### Clock routing, run 1

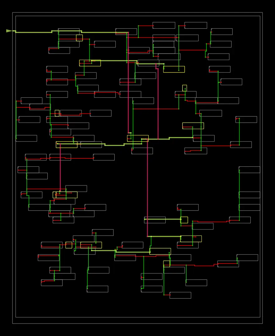
### Sequential cells colored by netlist name, run 1

The bar under the picture is 20 microns long. Other sequential cells in the stronger gray, the rest of the logic in the fainter gray.
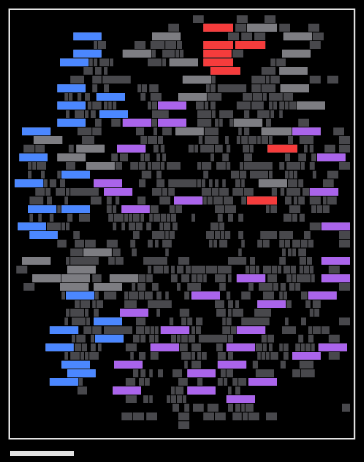
### Ports around the boundary, run 1

Pins as bars across the die edge, other pins in gray.
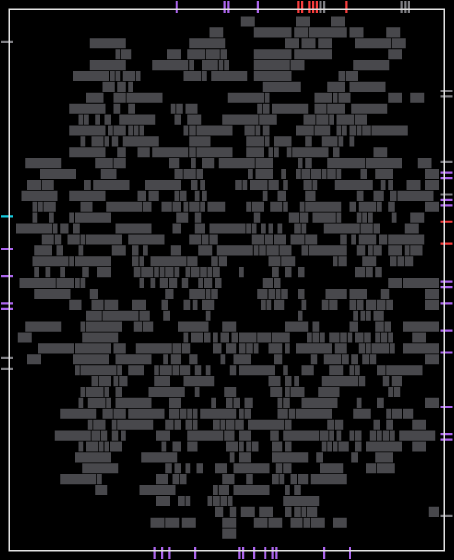
### config.mk
export PLATFORM = sky130hd
export DESIGN_NAME = bcd_key_counter
export DESIGN_NICKNAME = d
export VERILOG_FILES = /design/src/rtl/bcd_key_counter.sv
export SDC_FILE = /design/constraint.sdc
export NUM_CORES = 1
export LEC_CHECK = 0
export ABC_CLOCK_PERIOD_IN_PS = 4550
export CORE_ASPECT_RATIO = 1.25
export CORE_UTILIZATION = 40
export DETAILED_ROUTE_END_ITERATION = 8
export HOLD_SLACK_MARGIN = 0.03
export SLEW_MARGIN = 20
export SYNTH_ARGS = -nofsm -noshare
export SYNTH_HDL_FRONTEND = slang
export SYNTH_SLANG_ARGS = --single-unit
export TNS_END_PERCENT = 30
### constraint.sdc
create_clock -name clk_i -period 4.55 [get_ports clk_i]
set_input_delay 0.455 -clock clk_i [delete_from_list [all_inputs] [get_ports clk_i]]
set_output_delay 0.455 -clock clk_i [all_outputs]
set_load 0.02 [all_outputs]
### src/rtl/bcd_key_counter.sv
// rtl/bcd_key_counter.sv - debounced inc/dec/clr keys driving a BCD counter on a scanned 7-seg display (option: LEADING_ZERO_BLANK_EN)
module bcd_key_counter #(
  parameter int NUM_DIGITS = 8,
  parameter int DEB_DELAY  = 250,
  parameter int SCAN_COUNT = 5
) (
  input  logic                    clk_i,
  input  logic                    rst_ni,
  input  logic                    inc_key_i,
  input  logic                    dec_key_i,
  input  logic                    clr_key_i,
  output logic [4*NUM_DIGITS-1:0] count_o,
  output logic                    wrap_o,
  output logic                    dspl_a,
  output logic                    dspl_b,
  output logic                    dspl_c,
  output logic                    dspl_d,
  output logic                    dspl_e,
  output logic                    dspl_f,
  output logic                    dspl_g,
  output logic                    dspl_p,
  output logic [7:0]              dspl_an
);

  localparam int DW = $clog2(DEB_DELAY);
  localparam logic [DW-1:0] DEB_LAST = DW'(DEB_DELAY - 1);
  localparam int PW = (SCAN_COUNT > 1) ? $clog2(SCAN_COUNT) : 1;
  localparam logic [PW-1:0] PRE_LAST = PW'(SCAN_COUNT - 1);
  localparam logic [2:0] IDX_LAST = 3'(NUM_DIGITS - 1);

  // key order in all 3-bit vectors: [0]=inc, [1]=dec, [2]=clr
  logic [2:0]    keys;
  logic [2:0]    sync1, sync2, stable, stable_d, press;
  logic [DW-1:0] deb_cnt [3];

  logic [4*NUM_DIGITS-1:0] count_q, inc_val, dec_val;
  logic                    wrap_q, inc_wrap, dec_wrap;

  logic [PW-1:0] presc;
  logic [2:0]    idx;
  logic [3:0]    cur_digit;
  logic [6:0]    seg_on;
  logic [6:0]    seg_n;

  assign keys  = {clr_key_i, dec_key_i, inc_key_i};
  assign press = stable & ~stable_d;

  // two-stage synchroniser for the raw pushbuttons
  always_ff @(posedge clk_i or negedge rst_ni) begin
    if (!rst_ni) begin
      sync1 <= '0;
      sync2 <= '0;
    end else begin
      sync1 <= keys;
      sync2 <= sync1;
    end
  end

  // debouncers: accept a new level only after DEB_DELAY cycles of disagreement
  always_ff @(posedge clk_i or negedge rst_ni) begin
    if (!rst_ni) begin
      stable   <= '0;
      stable_d <= '0;
      for (int k = 0; k < 3; k++) deb_cnt[k] <= '0;
    end else begin
      stable_d <= stable;
      for (int k = 0; k < 3; k++) begin
        if (sync2[k] == stable[k]) begin
          deb_cnt[k] <= '0;
        end else if (deb_cnt[k] == DEB_LAST) begin
          stable[k]  <= ~stable[k];
          deb_cnt[k] <= '0;
        end else begin
          deb_cnt[k] <= deb_cnt[k] + 1'b1;
        end
      end
    end
  end

  // BCD +1 and -1 candidates with decimal carry/borrow rippling up the digits
  always_comb begin
    logic       carry, borrow;
    logic [3:0] d;
    inc_val  = count_q;
    dec_val  = count_q;
    carry    = 1'b1;
    borrow   = 1'b1;
    for (int i = 0; i < NUM_DIGITS; i++) begin
      d = count_q[4*i +: 4];
      if (carry) begin
        if (d == 4'd9) begin
          inc_val[4*i +: 4] = 4'd0;
        end else begin
          inc_val[4*i +: 4] = d + 4'd1;
          carry = 1'b0;
        end
      end
      if (borrow) begin
        if (d == 4'd0) begin
          dec_val[4*i +: 4] = 4'd9;
        end else begin
          dec_val[4*i +: 4] = d - 4'd1;
          borrow = 1'b0;
        end
      end
    end
    inc_wrap = carry;
    dec_wrap = borrow;
  end

  // counter update: clear wins, simultaneous inc+dec cancel
  always_ff @(posedge clk_i or negedge rst_ni) begin
    if (!rst_ni) begin
      count_q <= '0;
      wrap_q  <= 1'b0;
    end else if (press[2]) begin
      count_q <= '0;
      wrap_q  <= 1'b0;
    end else if (press[0] && press[1]) begin
      count_q <= count_q;
    end else if (press[0]) begin
      count_q <= inc_val;
      if (inc_wrap) wrap_q <= 1'b1;
    end else if (press[1]) begin
      count_q <= dec_val;
      if (dec_wrap) wrap_q <= 1'b1;
    end
  end

  // scan prescaler and digit index
  always_ff @(posedge clk_i or negedge rst_ni) begin
    if (!rst_ni) begin
      presc <= '0;
      idx   <= '0;
    end else if (presc == PRE_LAST) begin
      presc <= '0;
      idx   <= (idx == IDX_LAST) ? 3'd0 : idx + 3'd1;
    end else begin
      presc <= presc + 1'b1;
    end
  end

  // select and decode the indexed digit (segment bits {a..g}, 1 = lit)
  always_comb begin
    cur_digit = 4'd0;
    for (int i = 0; i < NUM_DIGITS; i++) begin
      if (3'(i) == idx) cur_digit = count_q[4*i +: 4];
    end
    case (cur_digit)
      4'd0:    seg_on = 7'b1111110;
      4'd1:    seg_on = 7'b0110000;
      4'd2:    seg_on = 7'b1101101;
      4'd3:    seg_on = 7'b1111001;
      4'd4:    seg_on = 7'b0110011;
      4'd5:    seg_on = 7'b1011011;
      4'd6:    seg_on = 7'b1011111;
      4'd7:    seg_on = 7'b1110000;
      4'd8:    seg_on = 7'b1111111;
      4'd9:    seg_on = 7'b1111011;
      default: seg_on = 7'b0000000;
    endcase
`ifdef LEADING_ZERO_BLANK_EN
    begin
      logic [2:0] top_nz;
      top_nz = 3'd0;
      for (int i = 0; i < NUM_DIGITS; i++) begin
        if (count_q[4*i +: 4] != 4'd0) top_nz = 3'(i);
      end
      if (idx > top_nz) seg_on = 7'b0000000;
    end
`endif
  end

  // registered display drivers so pins never glitch during index changes
  always_ff @(posedge clk_i or negedge rst_ni) begin
    if (!rst_ni) begin
      dspl_an <= 8'hFE;
      seg_n   <= 7'b0000001;
      dspl_p  <= 1'b1;
    end else begin
      dspl_an <= ({1'b0, idx} <= {1'b0, IDX_LAST}) ? ~(8'b1 << idx) : 8'hFF;
      seg_n   <= ~seg_on;
      dspl_p  <= ~((idx == 3'd0) && wrap_q);
    end
  end

  assign {dspl_a, dspl_b, dspl_c, dspl_d, dspl_e, dspl_f, dspl_g} = seg_n;
  assign count_o = count_q;
  assign wrap_o  = wrap_q;

endmodule

==> impl_metrics.env, run 1 <==
# yosys + openroad results
export IMPL_cellPowerDensity_nw_per_um2=241.3
export IMPL_top_logic_kind="simple AND/OR/NAND/NOR gates"
export IMPL_ctsHoldBuffers=0
export IMPL_cp_end_kind="flop"
export IMPL_slowest_stage="dfrtp_1"
export IMPL_start_kind="flop"
export IMPL_max_freq_mhz=327.0
export IMPL_logic_area_sq_um=3057
export IMPL_initCoreUtil_pct=40.85
export IMPL_comb_share_pct=47.07
export IMPL_signal_buffers=58
export IMPL_fin_util_pct=47.01
export IMPL_clkLatencyLatePin_ns=0.36
export IMPL_fin_nets=702
export IMPL_p_clk_share_pct=44.9
export IMPL_power_group_top="sequential cells"
export IMPL_status="completed"
export IMPL_ys_seq_share_pct=40.55
export IMPL_setup_viol=0
export IMPL_synthDominantCellAreaShare_pct=36.36
export IMPL_fp_nets=677
export IMPL_rows=48
export IMPL_dr_pass1_iters=6
export IMPL_pwr_share_seq_pct=52.7
export IMPL_stdcell_count=849
export IMPL_tap_cells=175
export IMPL_r2r_cells=10
export IMPL_top_cell="dfrtp_1"
export IMPL_skew_ns=0.01131
export IMPL_synth_async_reset_ratio_pct=100.0
export IMPL_mux_area_share_pct=2.306
export IMPL_diodes=0
export IMPL_pg_comb_mw=0.0365
export IMPL_drc=0
export IMPL_common_cells="82 x dfrtp_1, 76 x nor2_1, 73 x nand2_1"
export IMPL_drt_total_wl_microns=14000
export IMPL_synth_top_cell_by_area="dfrtp_1"
export IMPL_avgSynthCellArea_sq_um=8.762
## Picture notes: 'Clock routing'
Flops: 91
clk sink count: 91

## Picture notes: 'Sequential cells colored by netlist name'
red -> `dspl_an`  # flops 8, where north
purple -> `count_o`  # flops 32
blue -> `deb_cnt`  # flops 24

## Picture notes: 'Ports around the boundary'
red -> `dspl_an`  # pins 8, direction output, edge 6 north, 2 east
cyan -> `clr_key_i`  # pins 1, direction input, edge west
purple -> `count_o`  # pins 32, direction output, edge 12 south, 12 east, 4 north, 4 west
all pins by edge = 19 east, 15 north, 12 south, 8 west
Die Span Y: 134.8 microns
Die Wd: 108.2 microns
Port Buffers: 53

-- run 1: worst max path at each step --
stage	from	to	slack, ns	depth (start not counted)
after global placement	idx[2]	seg_n[3]	1.66	10
after CTS	idx[2]	seg_n[3]	1.54	10
after detailed placement	idx[2]	seg_n[3]	1.57	10
final	idx[2]	seg_n[3]	1.49	10
after global routing	idx[2]	seg_n[1]	1.31	11
after floorplan	idx[2]	seg_n[3]	1.74	12
-- run 1: layout by cell type (no fill, tap or decap), types with 4 or more instances in the layout --
cell             count
dfstp_2              9
buf_4                6
nand3b_1             8
o21ai_0             37
nand2b_1            12
clkdlybuf4s50_1     52
a311oi_1             8
dfrtp_1             82
nor3_1              15
a21oi_1             39
o31ai_1              4
o21ai_1             10
xnor2_1             15
xor2_1              12
o211ai_1             9
nor2_1              76
a21o_1               4
and3_1               7
a221oi_1             5
nand4_1              5
mux2_2               8
o22ai_1              8
ha_1                28
mux2i_1              4
o22a_1               4
inv_1               25
a31oi_1             11
nand2_1             73
nand3_1             28
clkbuf_16            9
-- run 1: per-layer routing --
| layer | routed length (microns) | vias to the layer above | global-route usage (%) | share of wire, % |
|---|---|---|---|---|
| met5 | 0 | - | 0 | 0 |
| met4 | 291 | 0 | 7.610 | 2.1 |
| met3 | 719 | 18 | 5.068 | 5.1 |
| met2 | 7166 | 121 | 35.24 | 51 |
| met1 | 5823 | 2407 | 23.32 | 42 |
| li1 | - | 2330 | - | - |
-- run 1: flip-flops by register name, indices dropped and copies added, names as in the netlist, 3 cells and up --
signal    cells
idx           3
sync1         3
presc         3
count_o      32
stable        3
sync2         3
deb_cnt      24
seg_n         7
dspl_an       8
stable_d      3
## Run 2: what changed since run 1
--- a/config.mk
+++ b/config.mk
@@ -5,7 +5,7 @@
 export SDC_FILE = /design/constraint.sdc
 export NUM_CORES = 1
 export LEC_CHECK = 0
-export ABC_CLOCK_PERIOD_IN_PS = 4550
+export ABC_CLOCK_PERIOD_IN_PS = 3150
 export CORE_ASPECT_RATIO = 1.25
 export CORE_UTILIZATION = 40
 export DETAILED_ROUTE_END_ITERATION = 8
==> constraint.sdc (replaced) <==
create_clock -name clk_i -period 3.15 [get_ports clk_i]
set_input_delay 0.315 -clock clk_i [delete_from_list [all_inputs] [get_ports clk_i]]
set_output_delay 0.315 -clock clk_i [all_outputs]
set_load 0.02 [all_outputs]
### Logic cells by family, run 2

The bar under the picture is 20 microns long.
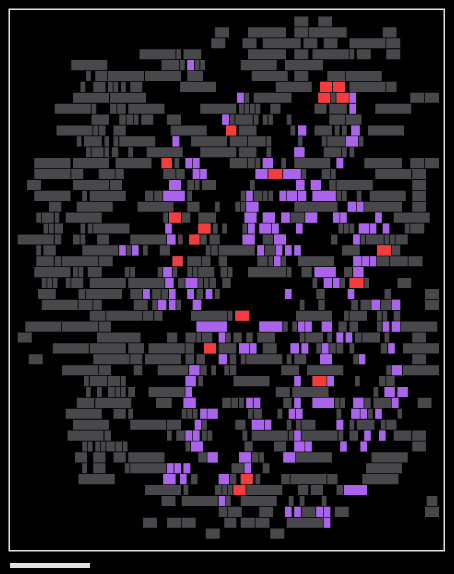
red -> AND-OR and OR-AND gates  # cells 18
purple -> inverting AOI/OAI gates  # cells 149

==> run 2 against run 1 <==
Net effect: utilization grew 0.57 points; sequential share of layout area shrank 0.42 points; sequential cell count is the same; routed wire length shrank 2.2%; clock skew shrank 0.0025 ns; critical path type unchanged; critical endpoint is now seg_n[6]; highest routed layer unchanged.
==> impl_metrics.env, run 2 <==
# yosys + openroad results
export IMPL_status="completed"
export IMPL_vias=4843
export IMPL_diodes=0
export IMPL_synthDominantCellAreaShare_pct=36.36
export IMPL_clkLatencyLatePin_ns=0.35
export IMPL_drc=0
export IMPL_dr_pass1_iters=5
export IMPL_power_group_top="sequential cells"
export IMPL_skew_ns=0.008795
export IMPL_dieWidth_microns=108.2
export IMPL_initCoreUtil_pct=40.85
export IMPL_leakage_nw=2.743
export IMPL_tightest_slew_ns=0.7074
export IMPL_final_cell_mix="82 x dfrtp_1, 76 x nor2_1, 73 x nand2_1"
export IMPL_drv_cap=0
export IMPL_htree_levels=3
export IMPL_ys_seq_elements=91
export IMPL_crit_fanout=8
export IMPL_die_h_microns=134.8
export IMPL_drive_gt1_share_pct=8.260
export IMPL_rows=48
export IMPL_setup_viol=0
export IMPL_max_freq_mhz=360.3
export IMPL_avgSynthCellArea_sq_um=8.762
export IMPL_fin_util_pct=47.58
export IMPL_largest_reg_flops=32
export IMPL_grt_overflow=0
export IMPL_io_buffers=53
export IMPL_post_cts_resize_count=0
export IMPL_p_clk_share_pct=48.2
export IMPL_ctsHoldBuffers=1
export IMPL_p_clk_mw=1.16
export IMPL_fin_crit_sh_pct=88.12
export IMPL_synth_async_reset_ratio_pct=100.0
export IMPL_pwr_share_seq_pct=49.6
export IMPL_final_common_cell="dfrtp_1"
export IMPL_start_kind="flop"
export IMPL_cts_sinks=91
export IMPL_slowest_stage="a31oi_2"
export IMPL_synthToLayoutAreaGrowth_pct=16.47
export IMPL_stdcell_count=853
export IMPL_ys_seq_share_pct=40.55
export IMPL_period_minus_slack_ns=2.776
export IMPL_fp_nets=677
export IMPL_drt_total_wl_microns=13690
export IMPL_pin_count=54
export IMPL_cp_end_kind="flop"
export IMPL_pg_comb_mw=0.0537
export IMPL_common_cells="82 x dfrtp_1, 76 x nor2_1, 73 x nand2_1"
export IMPL_synth_top_cell_by_area="dfrtp_1"
export IMPL_top_cell="dfrtp_1"
export IMPL_cellPowerDensity_nw_per_um2=366.5
export IMPL_fin_nets=706
export IMPL_min_path_type="flop to flop"
## run 2: cell counts after synthesis
No cell type changed its count.
## run 2: logic make-up after synthesis
group                      after synthesis  share of synthesized area (%)
DFF                                     91                          40.55
AOI/OAI and AO/OA                      167                          20.00
buffers and inverters                   69                          5.277
and+or+nand+nor                        250                          21.46
adders and majority gates               28                          6.208
muxes                                   12                          2.306
xor gates and xnor gates                27                          4.191
## run 2: worst register-to-register path, cell delays in order, from the launching register on
cell	delay [ns]
dfrtp_1	0.42
ha_1	0.23
ha_1	0.25
or2_1	0.28
nor2_1	0.12
a311oi_1	0.07
a31oi_2	0.44
inv_1	0.16
ha_1	0.21
mux2_2	0.27
o22a_1	0.20
## run 2: final cells by class
cell class	instances	area, sq um	area share, %
Tap cell	175	219.0	3.331
Clock inverter	6	87.58	1.333
Multi-Input combinational cell	484	3057	46.51
Clock buffer	10	229.0	3.484
Sequential cell	91	2288	34.82
Timing Repair Buffer	62	598.1	9.100
Inverter	25	93.84	1.428
## run 2: metrics by stage
stage               total power, mW  cell area (sq um)
global placement              1.269               6246
global route                  2.502               6573
finish                        2.409               6573
detailed placement            1.271               6246
CTS                           2.445               6573
floorplan                     1.235               5643
## run 2: path summary, 6_finish.rpt
path	startpoint	endpoint	slack, ns	cells after the start
min	sync1[1]	sync2[1]	0.35	0
min reg2reg	sync1[1]	sync2[1]	0.35	0
max reg2reg	idx[0]	seg_n[6]	0.37	10
max	idx[0]	seg_n[6]	0.37	10
min in group asynchronous	rst_ni	count_o[22]	0.54	2
max in group asynchronous	rst_ni	dspl_p	1.85	3
## run 2: per-layer routing
metal	wire length, microns	global-route usage, %
met1	5728	23.77
met2	6828	33.90
met3	680	3.813
met4	449	11.42
met5	0	0
## Run 3: what changed since run 2
--- a/config.mk
+++ b/config.mk
@@ -10,6 +10,7 @@
 export CORE_UTILIZATION = 40
 export DETAILED_ROUTE_END_ITERATION = 8
 export HOLD_SLACK_MARGIN = 0.03
+export SETUP_SLACK_MARGIN = 0.15
 export SLEW_MARGIN = 20
 export SYNTH_ARGS = -nofsm -noshare
 export SYNTH_HDL_FRONTEND = slang
### Signal wires by layer, run 3

Two of the layers only.
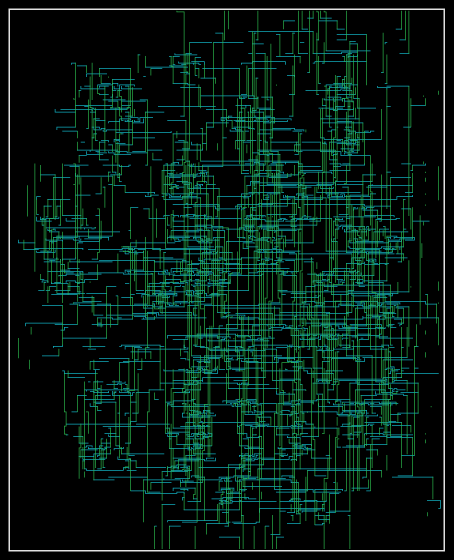
cyan -> met1  # wire length 5740 microns
green -> met2  # wire length 6820 microns

==> run 3 against run 2 <==
Net effect: synthesized area did not move; sequential power barely moved; synthesized cell count did not move; utilization barely moved; count of clock-buffer cells in the layout did not move; die area did not move; setup slack got worse by 0.0055 ns; via count fell by 0.70%; maximum frequency fell by 0.20%; global-route usage did not move; largest power group unchanged.
==> impl_metrics.env, run 3 <==
# yosys + openroad results
export IMPL_avgRoutedWirePerCell_microns=16.08
export IMPL_min_from="sync1[1]"
export IMPL_pin_count=54
export IMPL_cts_sinks=91
export IMPL_period_minus_slack_ns=2.781
export IMPL_leakage_nw=2.739
export IMPL_power_group_top="sequential cells"
export IMPL_top_cell="dfrtp_1"
export IMPL_clkLatencyLatePin_ns=0.35
export IMPL_ctsHoldBuffers=1
export IMPL_ys_seq_share_pct=40.55
export IMPL_vias=4809
export IMPL_setup_viol=0
export IMPL_placed_area_sq_um=6246
export IMPL_ys_seq_elements=91
export IMPL_p_total_mw=2.410
export IMPL_drt_total_wl_microns=13720
export IMPL_avgSynthCellArea_sq_um=8.762
export IMPL_max_freq_mhz=359.6
export IMPL_regArea_sq_um=2288
export IMPL_start_kind="flop"
export IMPL_synthToLayoutAreaGrowth_pct=16.56
export IMPL_min_path_type="flop to flop"
export IMPL_slowest_stage="a31oi_2"
export IMPL_htree_levels=3
export IMPL_io_buffers=53
export IMPL_r2r_cells=10
export IMPL_slew_limit_headroom_pct=52.76
export IMPL_p_clk_share_pct=48.2
export IMPL_fin_util_pct=47.62
export IMPL_post_cts_resize_count=0
export IMPL_fin_nets=706
export IMPL_pwr_share_seq_pct=49.5
export IMPL_die_h_microns=134.8
export IMPL_synthDominantCellAreaShare_pct=36.36
export IMPL_common_cells="82 x dfrtp_1, 76 x nor2_1, 73 x nand2_1"
export IMPL_p_clk_mw=1.16
export IMPL_reg2reg_from="idx[0]"
export IMPL_rr_endpoint="seg_n[6]"
export IMPL_crit_fanout=8
export IMPL_r2r_slack_ns=0.37
export IMPL_status="completed"
export IMPL_hold_depth=0
export IMPL_cellPowerDensity_nw_per_um2=366.4
export IMPL_logic_area_sq_um=3062
export IMPL_final_common_cell="dfrtp_1"
export IMPL_drive_gt1_share_pct=8.555
export IMPL_dieWidth_microns=108.2
export IMPL_fin_crit_sh_pct=88.29
export IMPL_grt_overflow=0
export IMPL_stdcell_area_sq_um=6578
export IMPL_final_cell_mix="82 x dfrtp_1, 76 x nor2_1, 73 x nand2_1"
export IMPL_diodes=0
export IMPL_yosys_area_sq_um=5643
export IMPL_rows=48
export IMPL_initCoreUtil_pct=40.85
export IMPL_cp_end_kind="flop"
export IMPL_tightest_slew_ns=0.7086
export IMPL_dr_pass1_iters=5
export IMPL_holdPathEnd="sync2[1]"
export IMPL_drv_cap=0
-- run 3: cell counts after synthesis --
No cell type changed its count.
-- run 3: final cells by class --
type / instances / share of cell area, %
Tap cell: 175 / 3.329
Clock buffer: 10 / 3.481
Multi-Input combinational cell: 484 / 46.55
Clock inverter: 6 / 1.332
Timing Repair Buffer: 62 / 9.093
Sequential cell: 91 / 34.79
Inverter: 25 / 1.427
-- run 3: per-stage QoR --
step | hold slack (ns) | cells | setup WS (ns)
after floorplan | 0.01941 | 644 | 0.3447
after global placement | 0.3338 | 836 | 0.4960
after detailed placement | 0.3347 | 836 | 0.4011
after CTS | 0.3495 | 853 | 0.3857
after global routing | 0.3613 | 853 | 0.1991
final | 0.3470 | 853 | 0.3688
-- run 3: logic make-up (layout without fill, tap and decap cells) --
group	Yosys count	count (layout)	synth area share [%]
AND-OR/OR-AND	167	167	20.00
multiplexers	12	12	2.306
adder cells (fa/ha/maj)	28	28	6.208
flip-flops	91	91	40.55
buffers and inverters	69	103	5.277
AND/OR/NAND/NOR	250	250	21.46
XOR/XNOR	27	27	4.191
-- run 3: routing by layer --
layer  GRT usage (%)  up-vias  routed length (microns)
met5               0        -                        0
met4           11.42        0                      458
met3           3.813       31                      696
met2           33.90      125                     6823
met1           23.77     2311                     5739
li1                -     2342                        -
-- run 3: worst max-delay path by stage --
stage / slack, ns / startpoint / cells past startpoint / end
2_1_floorplan: 0.34 / idx[2] / 12 / seg_n[3]
3_3_place_gp: 0.50 / idx[0] / 10 / seg_n[6]
3_5_place_dp: 0.40 / idx[0] / 10 / seg_n[6]
4_1_cts: 0.39 / idx[0] / 10 / seg_n[6]
5_1_grt: 0.20 / idx[0] / 11 / seg_n[1]
6_report: 0.37 / idx[0] / 10 / seg_n[6]
No activity file was given, so power comes from the tool's default toggle rates.
